`src/rtl/melody_player.sv`:
```
// Song ROM sequencer: fetches note/duration, holds each for dur*unit cycles and drives a square tone.
// Optional articulation gap between notes when MELODY_ARTIC_EN is defined.
//   state | meaning
//   IDLE  | waiting for start, outputs quiet
//   FETCH | latch ROM word and tempo, clear counters
//   PLAY  | tone (or rest) for dur_r units
//   GAP   | silent articulation gap (MELODY_ARTIC_EN only)
module melody_player #(
  parameter int NOTE_W   = 20,
  parameter int DUR_W    = 5,
  parameter int ADDR_W   = 10,
  parameter int SONG_LEN = 49,
  parameter int TICK_DIV = 12_500_000,
  parameter int GAP_CYC  = 500_000
) (
  input  logic              clk,
  input  logic              rst_n,
  input  logic              start,
  input  logic              stop,
  input  logic              loop_en,
  input  logic [1:0]        tempo_sel,
  input  logic [NOTE_W-1:0] note_in,
  input  logic [DUR_W-1:0]  dur_in,
  output logic [ADDR_W-1:0] addr,
  output logic              tone,
  output logic              busy,
  output logic              done
);

  localparam logic [1:0] S_IDLE  = 2'd0;
  localparam logic [1:0] S_FETCH = 2'd1;
  localparam logic [1:0] S_PLAY  = 2'd2;
`ifdef MELODY_ARTIC_EN
  localparam logic [1:0] S_GAP   = 2'd3;
  localparam int GAP_W = (GAP_CYC > 1) ? $clog2(GAP_CYC + 1) : 1;
  localparam logic [GAP_W-1:0] GAP_LAST = GAP_W'(GAP_CYC - 1);
`endif
  localparam int UNIT_W = (TICK_DIV > 1) ? $clog2(TICK_DIV) : 1;
  localparam logic [ADDR_W-1:0] LAST_ADDR = ADDR_W'(SONG_LEN - 1);

  logic [1:0]        state;
  logic [NOTE_W-1:0] note_r;
  logic [DUR_W-1:0]  dur_r;
  logic [UNIT_W-1:0] unit_last;
  logic [UNIT_W-1:0] unit_cnt;
  logic [DUR_W-1:0]  dur_cnt;
  logic [NOTE_W-1:0] half_cnt;
  logic              play_end;
  logic              entry_end;

  assign play_end = (state == S_PLAY) && (unit_cnt == unit_last) &&
                    (dur_cnt == dur_r - DUR_W'(1));

`ifdef MELODY_ARTIC_EN
  logic [GAP_W-1:0] gap_cnt;
  assign entry_end = (state == S_GAP) && (gap_cnt == GAP_LAST);
`else
  logic unused_gap;
  assign unused_gap = |GAP_CYC;
  assign entry_end  = play_end;
`endif

  always_ff @(posedge clk or negedge rst_n) begin
    if (!rst_n) begin
      state     <= S_IDLE;
      addr      <= '0;
      tone      <= 1'b0;
      busy      <= 1'b0;
      done      <= 1'b0;
      note_r    <= '0;
      dur_r     <= '0;
      unit_last <= '0;
      unit_cnt  <= '0;
      dur_cnt   <= '0;
      half_cnt  <= '0;
`ifdef MELODY_ARTIC_EN
      gap_cnt   <= '0;
`endif
    end else begin
      done <= 1'b0;
      if (stop) begin
        state <= S_IDLE;
        addr  <= '0;
        tone  <= 1'b0;
        busy  <= 1'b0;
      end else if (entry_end) begin
        tone <= 1'b0;
        if (addr != LAST_ADDR) begin
          addr  <= addr + ADDR_W'(1);
          state <= S_FETCH;
        end else if (loop_en) begin
          addr  <= '0;
          state <= S_FETCH;
        end else begin
          addr  <= '0;
          state <= S_IDLE;
          busy  <= 1'b0;
          done  <= 1'b1;
        end
      end else begin
        case (state)
          S_IDLE: begin
            if (start) begin
              state <= S_FETCH;
              addr  <= '0;
              busy  <= 1'b1;
            end
          end
          S_FETCH: begin
            note_r    <= note_in;
            dur_r     <= (dur_in == '0) ? DUR_W'(1) : dur_in;
            unit_last <= UNIT_W'((TICK_DIV >> tempo_sel) - 1);
            unit_cnt  <= '0;
            dur_cnt   <= '0;
            half_cnt  <= '0;
            tone      <= 1'b0;
            state     <= S_PLAY;
          end
          S_PLAY: begin
`ifdef MELODY_ARTIC_EN
            if (play_end) begin
              state   <= S_GAP;
              gap_cnt <= '0;
              tone    <= 1'b0;
            end else
`endif
            begin
              if (unit_cnt == unit_last) begin
                unit_cnt <= '0;
                dur_cnt  <= dur_cnt + DUR_W'(1);
              end else begin
                unit_cnt <= unit_cnt + UNIT_W'(1);
              end
              // note values 0 and 1 are rests
              if (note_r > NOTE_W'(1)) begin
                if (half_cnt == note_r - NOTE_W'(1)) begin
                  half_cnt <= '0;
                  tone     <= ~tone;
                end else begin
                  half_cnt <= half_cnt + NOTE_W'(1);
                end
              end else begin
                tone <= 1'b0;
              end
            end
          end
`ifdef MELODY_ARTIC_EN
          S_GAP: gap_cnt <= gap_cnt + GAP_W'(1);
`endif
          default: begin
            state <= S_IDLE;
            busy  <= 1'b0;
          end
        endcase
      end
    end
  end

endmodule

```
`config.mk`:
```
export PLATFORM = sky130hd
export DESIGN_NAME = melody_player
export DESIGN_NICKNAME = d
export VERILOG_FILES = /design/src/rtl/melody_player.sv
export SDC_FILE = /design/constraint.sdc
export NUM_CORES = 1
export LEC_CHECK = 0
export CAP_MARGIN = 20
export CORE_MARGIN = 2
export CORE_UTILIZATION = 30
export DETAILED_ROUTE_END_ITERATION = 10
export GPL_TIMING_DRIVEN = 0
export PLACE_DENSITY = 0.52
export RECOVER_POWER = 25
export SYNTH_ARGS = -nofsm -noshare
export SYNTH_HDL_FRONTEND = slang
export SYNTH_SLANG_ARGS = --single-unit
```
`constraint.sdc`:
```
create_clock -name clk -period 8.85 [get_ports clk]
set_input_delay 1.3275 -clock clk [delete_from_list [all_inputs] [get_ports clk]]
set_output_delay 1.3275 -clock clk [all_outputs]
set_load 0.005 [all_outputs]
```
==> PnR_summary.wiki, run 1 <==
== Run summary ==
{| class="wikitable"
! Metric !! Value
|-
| Run status || completed
|-
| Final total power || 1650 uW
|-
| Post-synthesis cell count || 647
|-
| Well-Tap Cells || 270
|-
| Vias per cell || 5.04
|-
| Rows || 52
|-
| Clock buffers || 9
|-
| Register share of the cell area || 0.363
|-
| Start-to-end type of the worst setup path || in -> reg
|-
| Reg-to-reg setup timing slack || 5270 ps
|-
| Max Clock Freq || 277 MHz
|-
| Via count || 4,938
|-
| Share of synthesized area occupied by flip-flops and latches || 0.428
|-
| Root buffer cell || sky130_fd_sc_hd__clkbuf_16
|-
| Number of CTS-inserted buffers || 9
|-
| CP max FO || 10
|-
| Layout net count || 751
|-
| Adder and majority cell fraction of the synthesized area || 0.0308
|-
| Fraction of final layout cells sized beyond drive strength 1 || 0.0903
|-
| Die Span X || 146 um
|-
| Largest net degree at the start of global routing || 85
|-
| Number of slew-limit violations in the final report || 0
|-
| Layout fillers || 2,074
|-
| Count of buffers inserted at the top-level ports || 44
|-
| Data required time of the critical path || 9130 ps
|-
| Top cells by count || 104 x sky130_fd_sc_hd__dfrtp_1, 63 x sky130_fd_sc_hd__o21ai_0, 60 x sky130_fd_sc_hd__nor2_1, 55 x sky130_fd_sc_hd__nand2_1, 34 x sky130_fd_sc_hd__xor2_1
|-
| CTS hold repair buffers || 0
|-
| Largest cells by area || sky130_fd_sc_hd__dfrtp_1 43%, sky130_fd_sc_hd__o21ai_0 5.2%, sky130_fd_sc_hd__mux2_2 5.0%
|-
| Antenna diode count || 0
|-
| Maximum clock skew at final layout || 13.9 ps
|-
| Number of library cell types mapped by synthesis || 63
|-
| Peak supply drop || 0.101 mV
|-
| Via count of the first global-routing pass || 4,869
|-
| # Max-Cap Violations || 0
|-
| Number of H-tree branching levels || 3
|-
| Ao+oa area frac || 0.132
|-
| Multi-input combinational cell area || 3300 um2
|-
| Skew-Pair Late Insertion Delay || 360 ps
|-
| Clock-cell share of area || 0.0387
|-
| Layout buffering overhead excluding clock cells || 0.0805
|-
| Xor/xnor cell area share of the yosys netlist || 0.0964
|-
| Arrival time of the worst setup path || 3880 ps
|-
| Tool warnings || 34
|-
| Final cycle utilization of the critical path || 0.407
|-
| Flop and latch count out of synthesis || 104
|-
| Layout area overhead || 17.8%
|-
| DRC viols || 0
|-
| Comb area share || 0.461
|-
| Initial antenna violation count || 0
|-
| Async set-reset flop share out of synthesis || 1.00
|-
| Chip Area, Yosys || 6090 um2
|-
| Combinational family with the most area after synthesis || simple AND/OR/NAND/NOR gates
|-
| Final period demand of the worst path || 3600 ps
|-
| Number of non-clock inverters in the layout || 19
|-
| Number of buffers outside the clock class in the layout || 70
|-
| GRT Total Usage || 0.147
|-
| Remaining global-route overflow || 0
|-
| Setup Viol. Count Final || 0
|-
| Routed WL || 15.1 mm
|-
| Gates resized, CTS repair || 0
|-
| EDFF count, synth || 0
|-
| Startpoint type of the worst setup path || input pin
|-
| Antenna viol nets, final || 0
|-
| Count of routing violations after the opening detailed-route iteration || 237
|-
| Overall chip area || 21,400 um2
|-
| Top class by area || combinational gates
|-
| Worst relative slew slack || 0.151
|-
| RSZ-0062 raised after global routing || no
|-
| Routability Congestion || 0.775
|-
| Area of the mapped netlist || 6090 um2
|}
## run 1: power by group
| group | internal [uW] | switching, uW |
|---|---|---|
| Clock | 194 | 196 |
| Sequential | 571 | 125 |
| Combinational | 265 | 303 |
| Total | 1030 | 623 |
## run 1: path summary, 6_finish.rpt
check / from / endpoint / cells past startpoint
worst max-delay path: stop / unit_cnt[18] / 7
max in group asynchronous: rst_n / addr[4] / 2
worst max register to register: dur_r[0] / note_r[18] / 9
worst min-delay path: unit_last[10] / unit_last[10] / 1
min in group asynchronous: rst_n / note_r[6] / 1
worst min register to register: unit_last[10] / unit_last[10] / 1
## run 1: metal layers
layer	GRT usage	vias up	wire [um]
met5	0	-	0
met3	0.0266	9	420
met2	0.244	68	7200
li1	-	2439	-
met4	0.0277	0	131
met1	0.204	2422	7330
## run 1: state kept, by name, indices dropped and copies added (netlist names)
signal,count
addr,10
busy,1
done,1
dur_cnt,5
dur_r,5
half_cnt,20
note_r,20
state,2
tone,1
unit_cnt,24
unit_last,15
## run 1: worst max-delay path, cell delays in order
cell and delay (ps):
sky130_fd_sc_hd__clkdlybuf4s50_1 540, sky130_fd_sc_hd__a41oi_2 420, sky130_fd_sc_hd__nand2_1 350, sky130_fd_sc_hd__nor2_1 550, sky130_fd_sc_hd__clkbuf_1 440, sky130_fd_sc_hd__nand2_1 100, sky130_fd_sc_hd__o21ai_0 150
## run 1: through the flow
stage | area (um2) | hold slack (ps) | cells | worst slack [ps] | utilization
6_report | 7170 | 495 | 979 | 5250 | 0.357
5_1_grt | 7170 | 511 | 979 | 4920 | 0.357
4_1_cts | 7170 | 502 | 978 | 5120 | 0.357
3_5_place_dp | 6890 | 479 | 962 | 4870 | 0.343
3_3_place_gp | 6870 | 472 | 961 | 2030 | 0.341
2_1_floorplan | 6090 | 456 | 647 | 5980 | -
**Run 1: supply network**

The bar under the picture is 50 um long. Pins as bars on the die edge.
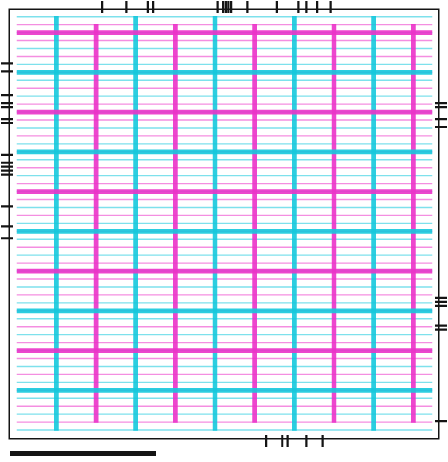
[cyan] VSS
[magenta] VDD
met5 straps: 10
rows: 52
signal pins: 45
met4 straps: 10

**Run 1: placed cells, one color a class**

The bar under the picture is 50 um long.
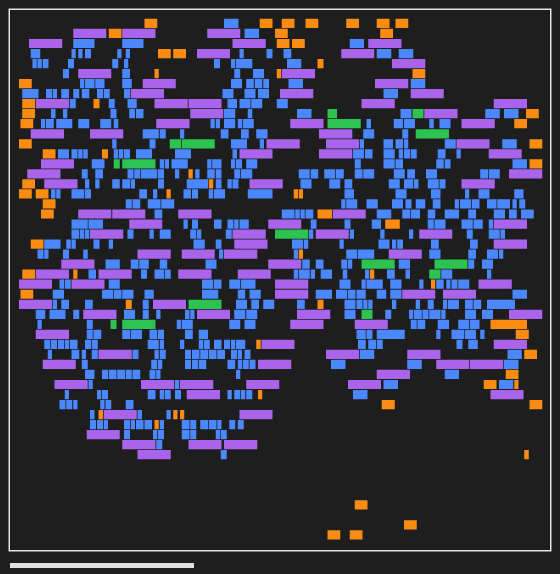
[blue] all other logic | cells: 519 | share of their area: 49%
[purple] flip-flops | cells: 104 | share of their area: 38%
[orange] other buffers and delay cells | cells: 70 | share of their area: 8.4%
[green] clock drivers and dummy loads | cells: 16 | share of their area: 4.1%

**Run 1: routed clock nets over the placement**

The bar under the picture is 50 um long.
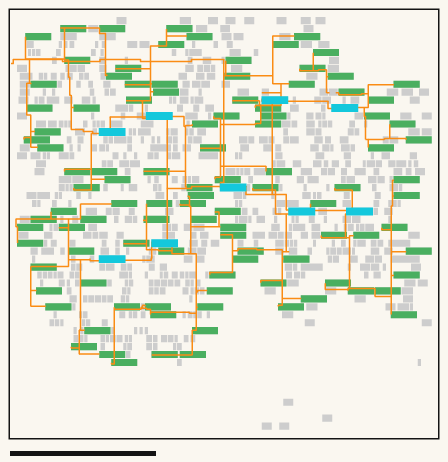
[orange] clock wires | length: 1,550 um
[cyan] cells driving clock nets | count: 9
[green] flip-flops | count: 104
routed clock nets: 10

==> run 2, diff against run 1 <==
Clock period 8.85 ns to 3.5 ns, I/O delays scaled along.
**Run 2: congestion heat map**

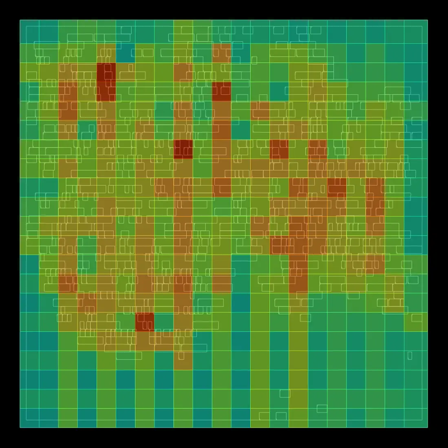
met3 usage in global routing: 0.0266
routed length per instance: 15.6 um

==> PnR_summary.wiki, run 2 <==
== Run summary ==
{| class="wikitable"
! Metric !! Value
|-
| CTS hold repair buffers || 0 (unchanged)
|-
| Layout buffering overhead excluding clock cells || 0.0763 (was 0.0805)
|-
| Well-Tap Cells || 270 (unchanged)
|-
| CP max FO || 10 (unchanged)
|-
| Sequential group share of total power || 0.421 (about the same)
|-
| Internal power component || 2610 uW (was 1030 uW)
|-
| Core Region || 20,100 um2 (unchanged)
|-
| Max stage delay cell, worst path || sky130_fd_sc_hd__or4_1 (was sky130_fd_sc_hd__nor2_1)
|-
| Maximum clock skew at final layout || 13.3 ps (was 13.9 ps)
|-
| Top cells by count || 104 x sky130_fd_sc_hd__dfrtp_1, 63 x sky130_fd_sc_hd__o21ai_0, 60 x sky130_fd_sc_hd__nor2_1, 55 x sky130_fd_sc_hd__nand2_1, 34 x sky130_fd_sc_hd__xor2_1 (unchanged)
|-
| Power share of the clock group || 0.233 (was 0.236)
|-
| Multi-input combinational cell area || 3360 um2 (was 3300 um2)
|-
| # Max-Cap Violations || 0 (unchanged)
|-
| Storage cell area || 2600 um2 (unchanged)
|-
| Largest cells by area || sky130_fd_sc_hd__dfrtp_1 43%, sky130_fd_sc_hd__o21ai_0 5.2%, sky130_fd_sc_hd__mux2_2 5.0% (unchanged)
|-
| Most flops, register || unit_cnt (unchanged)
|-
| Overall chip area || 21,400 um2 (unchanged)
|-
| DP Wirelength || 10.8 mm (unchanged)
|-
| Via count of the first global-routing pass || 4,872 (was 4,869)
|-
| Layout area overhead || 18.3% (was 17.8%)
|-
| Kind of cell adding the most delay to the critical path || simple AND/OR/NAND/NOR gates (unchanged)
|-
| Tool warnings || 35 (was 34)
|-
| Top class by area || combinational gates (unchanged)
|-
| Final cycle utilization of the critical path || 0.932
|-
| Reg-to-reg setup timing slack || 240 ps (was 5270 ps)
|-
| Cell count in the Yosys report || 647 (unchanged)
|-
| Portion of synthesized cell area occupied by the leading cell type || 0.428 (unchanged)
|-
| Number of non-clock inverters in the layout || 19 (unchanged)
|-
| Post-synthesis cell count || 647 (unchanged)
|-
| Setup Viol. Count Final || 0 (unchanged)
|-
| Syn_area_per_cell || 9.41 um2 (unchanged)
|-
| Count of buffers inserted at the top-level ports || 44 (unchanged)
|-
| Mapped Nets || 694 (unchanged)
|-
| Chip Area, Yosys || 6090 um2 (unchanged)
|-
| Worst R2R End || half_cnt[13] (was note_r[18])
|-
| Fraction of final layout cells sized beyond drive strength 1 || 0.100 (was 0.0903)
|-
| Worst Setup Slack, final || 240 ps (was 5250 ps)
|-
| Most numerous cell in the Yosys netlist || sky130_fd_sc_hd__dfrtp_1 (unchanged)
|-
| Clock-cell share of area || 0.0386 (was 0.0387)
|-
| Worst relative slew slack || 0.213 (was 0.151)
|-
| Worst hold-check path type || in -> async (was reg -> reg)
|-
| Startpoint of the worst register-to-register path || note_r[0] (was dur_r[0])
|-
| Crit path capture type || flop (unchanged)
|-
| Total power divided by cell area || 587 nW/um2 (was 230 nW/um2)
|-
| Maximum buffer depth of the clock tree || 2 (unchanged)
|-
| Height of the die || 146 um (unchanged)
|-
| Number of H-tree branching levels || 3 (unchanged)
|-
| Number of CTS-inserted buffers || 9 (unchanged)
|-
| Fraction of power consumed by combinational cells || 0.346 (was 0.344)
|-
| Number of slew-limit violations in the final report || 0 (unchanged)
|-
| Warnings from Yosys || 0 (unchanged)
|-
| Leakage component of the power || 0.00294 uW (was 0.00293 uW)
|-
| Root buffer cell || sky130_fd_sc_hd__clkbuf_16 (unchanged)
|-
| Chain of cells forming the critical path || inv_1 -> ha_1 -> and2_1 -> a21oi_1 -> or2_2 -> a221oi_1 -> nor2_1 -> or4_1 -> buf_6 -> a21boi_4 -> buf_6 -> nor2_1 (was clkdlybuf4s50_1 -> a41oi_2 -> nand2_1 -> nor2_1 -> clkbuf_1 -> nand2_1 -> o21ai_0)
|-
| CTS clk-pin slew, worst paths || 70 ps (about the same)
|-
| Total buffers and inverters traversed by the critical path || 3 (was 2)
|-
| Count of routing violations after the opening detailed-route iteration || 315 (was 237)
|-
| Post-DP Area || 6890 um2 (unchanged)
|-
| Worst R2R Path Depth || 12 (was 9)
|-
| Switching share of power || 0.382 (was 0.377)
|-
| Skew-Pair Late Insertion Delay || 360 ps (about the same)
|-
| Final hold violation count || 0 (unchanged)
|-
| Number of library cell types mapped by synthesis || 63 (unchanged)
|-
| Die Span X || 146 um (unchanged)
|-
| Iteration count of the initial detailed-routing pass || 4 (was 5)
|-
| Data required time of the critical path || 3740 ps (was 9130 ps)
|-
| DRC viols || 0 (unchanged)
|-
| Routability Congestion || 0.775 (unchanged)
|-
| Clock sink total || 104 (unchanged)
|-
| Final period demand of the worst path || 3260 ps
|-
| Post CTS Setup Buffer Count || 0 (unchanged)
|-
| First-pass GRT wire length || 25.8 mm (about the same)
|-
| Worst-case setup slack after placement || -217 ps (was 4870 ps)
|-
| Antenna viol nets, final || 0 (unchanged)
|-
| RSZ-0062 raised after global routing || no (unchanged)
|-
| Number of flip-flops under the largest register name || 24 (unchanged)
|-
| Clock buffers || 9 (unchanged)
|-
| Initial antenna violation count || 0 (unchanged)
|-
| Flop and latch count out of synthesis || 104 (unchanged)
|-
| Commonest cells after routing, fill and taps aside || 104 x sky130_fd_sc_hd__dfrtp_1, 63 x sky130_fd_sc_hd__o21ai_0, 59 x sky130_fd_sc_hd__nor2_1, 53 x sky130_fd_sc_hd__nand2_1, 43 x sky130_fd_sc_hd__clkdlybuf4s50_1 (was 104 x sky130_fd_sc_hd__dfrtp_1, 63 x sky130_fd_sc_hd__o21ai_0, 60 x sky130_fd_sc_hd__nor2_1, 55 x sky130_fd_sc_hd__nand2_1, 43 x sky130_fd_sc_hd__clkdlybuf4s50_1)
|-
| Slew at the pin closest to its max-slew limit || 1180 ps (was 1270 ps)
|-
| Remaining global-route overflow || 0 (unchanged)
|-
| Share of synthesized area occupied by flip-flops and latches || 0.428 (unchanged)
|-
| EDFF count, synth || 0 (unchanged)
|-
| Vias per cell || 5.05 (was 5.04)
|-
| Commonest register cell after synthesis || sky130_fd_sc_hd__dfrtp_1 (unchanged)
|-
| Layout net count || 750 (was 751)
|-
| Commonest Layout Cell || sky130_fd_sc_hd__dfrtp_1 (unchanged)
|-
| Worst hold slack after final layout || 370 ps (was 495 ps)
|-
| Rows || 52 (unchanged)
|-
| Total number of sequential cells || 104 (unchanged)
|-
| Startpoint type of the worst setup path || flop (was input pin)
|-
| Run status || completed (unchanged)
|-
| Number of multi-input combinational cells || 501 (was 500)
|-
| Antenna diode count || 0 (unchanged)
|-
| Final instance area || 7200 um2 (was 7170 um2)
|-
| Max Clock Freq || 307 MHz
|-
| Layout fillers || 2,080 (was 2,074)
|-
| Area of the mapped netlist || 6090 um2 (unchanged)
|-
| Largest registers || unit_cnt (24), half_cnt (20), note_r (20) (unchanged)
|-
| TritonCTS clock tree || yes (unchanged)
|-
| Arrival time of the worst setup path || 3500 ps (was 3880 ps)
|-
| Start-to-end type of the worst setup path || reg -> reg (was in -> reg)
|-
| Register share of the cell area || 0.361 (was 0.363)
|-
| Initial Util || 0.303 (unchanged)
|-
| Sw power || 1610 uW (was 623 uW)
|-
| Number of buffers outside the clock class in the layout || 68 (was 70)
|-
| Largest net degree at the start of global routing || 85 (unchanged)
|-
| Comb area share || 0.467 (was 0.461)
|-
| Cell taking the most area after synthesis || sky130_fd_sc_hd__dfrtp_1 (unchanged)
|-
| Async set-reset flop share out of synthesis || 1.00 (unchanged)
|-
| Max stage delay on crit path || 580 ps (was 550 ps)
|-
| Peak supply drop || 0.255 mV (was 0.101 mV)
|-
| Top-level port count || 45 (unchanged)
|}
**Run 2: routed metal, one color a layer**

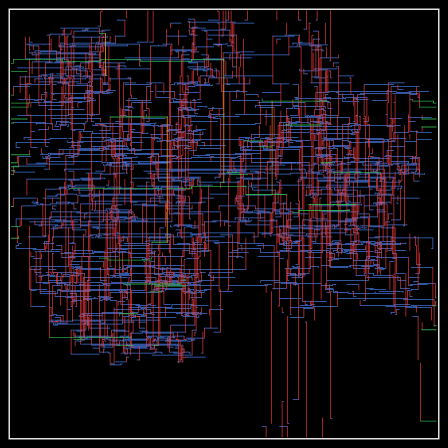
[orange] met4 | wire length: 131 um
[blue] met1 | wire length: 7,490 um
[green] met3 | wire length: 466 um
[red] met2 | wire length: 7,170 um
via count: 4,943
GRT Total Usage: 0.147
Routed WL: 15.3 mm

run 2: worst max-delay path by stage:
stage                               to  slack, ps   startpoint  depth (start not counted)
after detailed placement    note_r[18]       -220  unit_cnt[0]                          7
final                     half_cnt[13]        240    note_r[0]                         12
after floorplan           half_cnt[11]        630    note_r[0]                         13
after global placement         addr[2]      -2510        rst_n                          1
after global routing      half_cnt[12]         10    note_r[0]                         12
after CTS                   note_r[18]        -20     dur_r[0]                          9
run 2: kinds of logic (layout without fill, tap and decap cells):
group	after synthesis	count (layout)	share of synthesized area
buffers and inverters	43	103	0.0298
xor gates and xnor gates	67	67	0.0964
AOI/OAI and AO/OA	126	126	0.132
muxes	31	31	0.0565
adders and majority gates	15	15	0.0308
and+or+nand+nor	261	262	0.227
DFF	104	104	0.428
run 2: stage by stage:
stage	power [uW]	utilization	setup TNS (ps)	cells
after floorplan	2780	-	0	647
final	4230	0.358	0	978
after global routing	4550	0.358	0	978
after CTS	4250	0.357	-16.9	978
after global placement	3210	0.341	-260890	961
after detailed placement	3230	0.343	-1300	962
run 2: per-layer routing:
layer  track usage  part of all wire  vias to the layer above  wire length [um]
met3        0.0266             0.030                        9               465
met5             0                 0                        -                 0
met4        0.0277            0.0086                        0               131
met2         0.244              0.47                       76              7170
met1         0.204              0.49                     2423              7490
li1              -                 -                     2435                 -
run 2: power by group through the flow:
stage,Sequential (uW),Combinational (uW),Clock (uW)
2_1_floorplan,1690,1090,0
3_3_place_gp,1780,1430,0
3_5_place_dp,1790,1450,0
4_1_cts,1770,1460,1020
5_1_grt,1830,1640,1070
6_report,1780,1460,985
run 2: repair_timing:
action                     in CTS  in global routing
hold endpoints to repair        0                  0
setup endpoints to repair      36                 46
pin swaps                       0                  2
gates resized                   3                  7
gates cloned                    0                  1
Power is estimated from default activity; no workload was simulated.
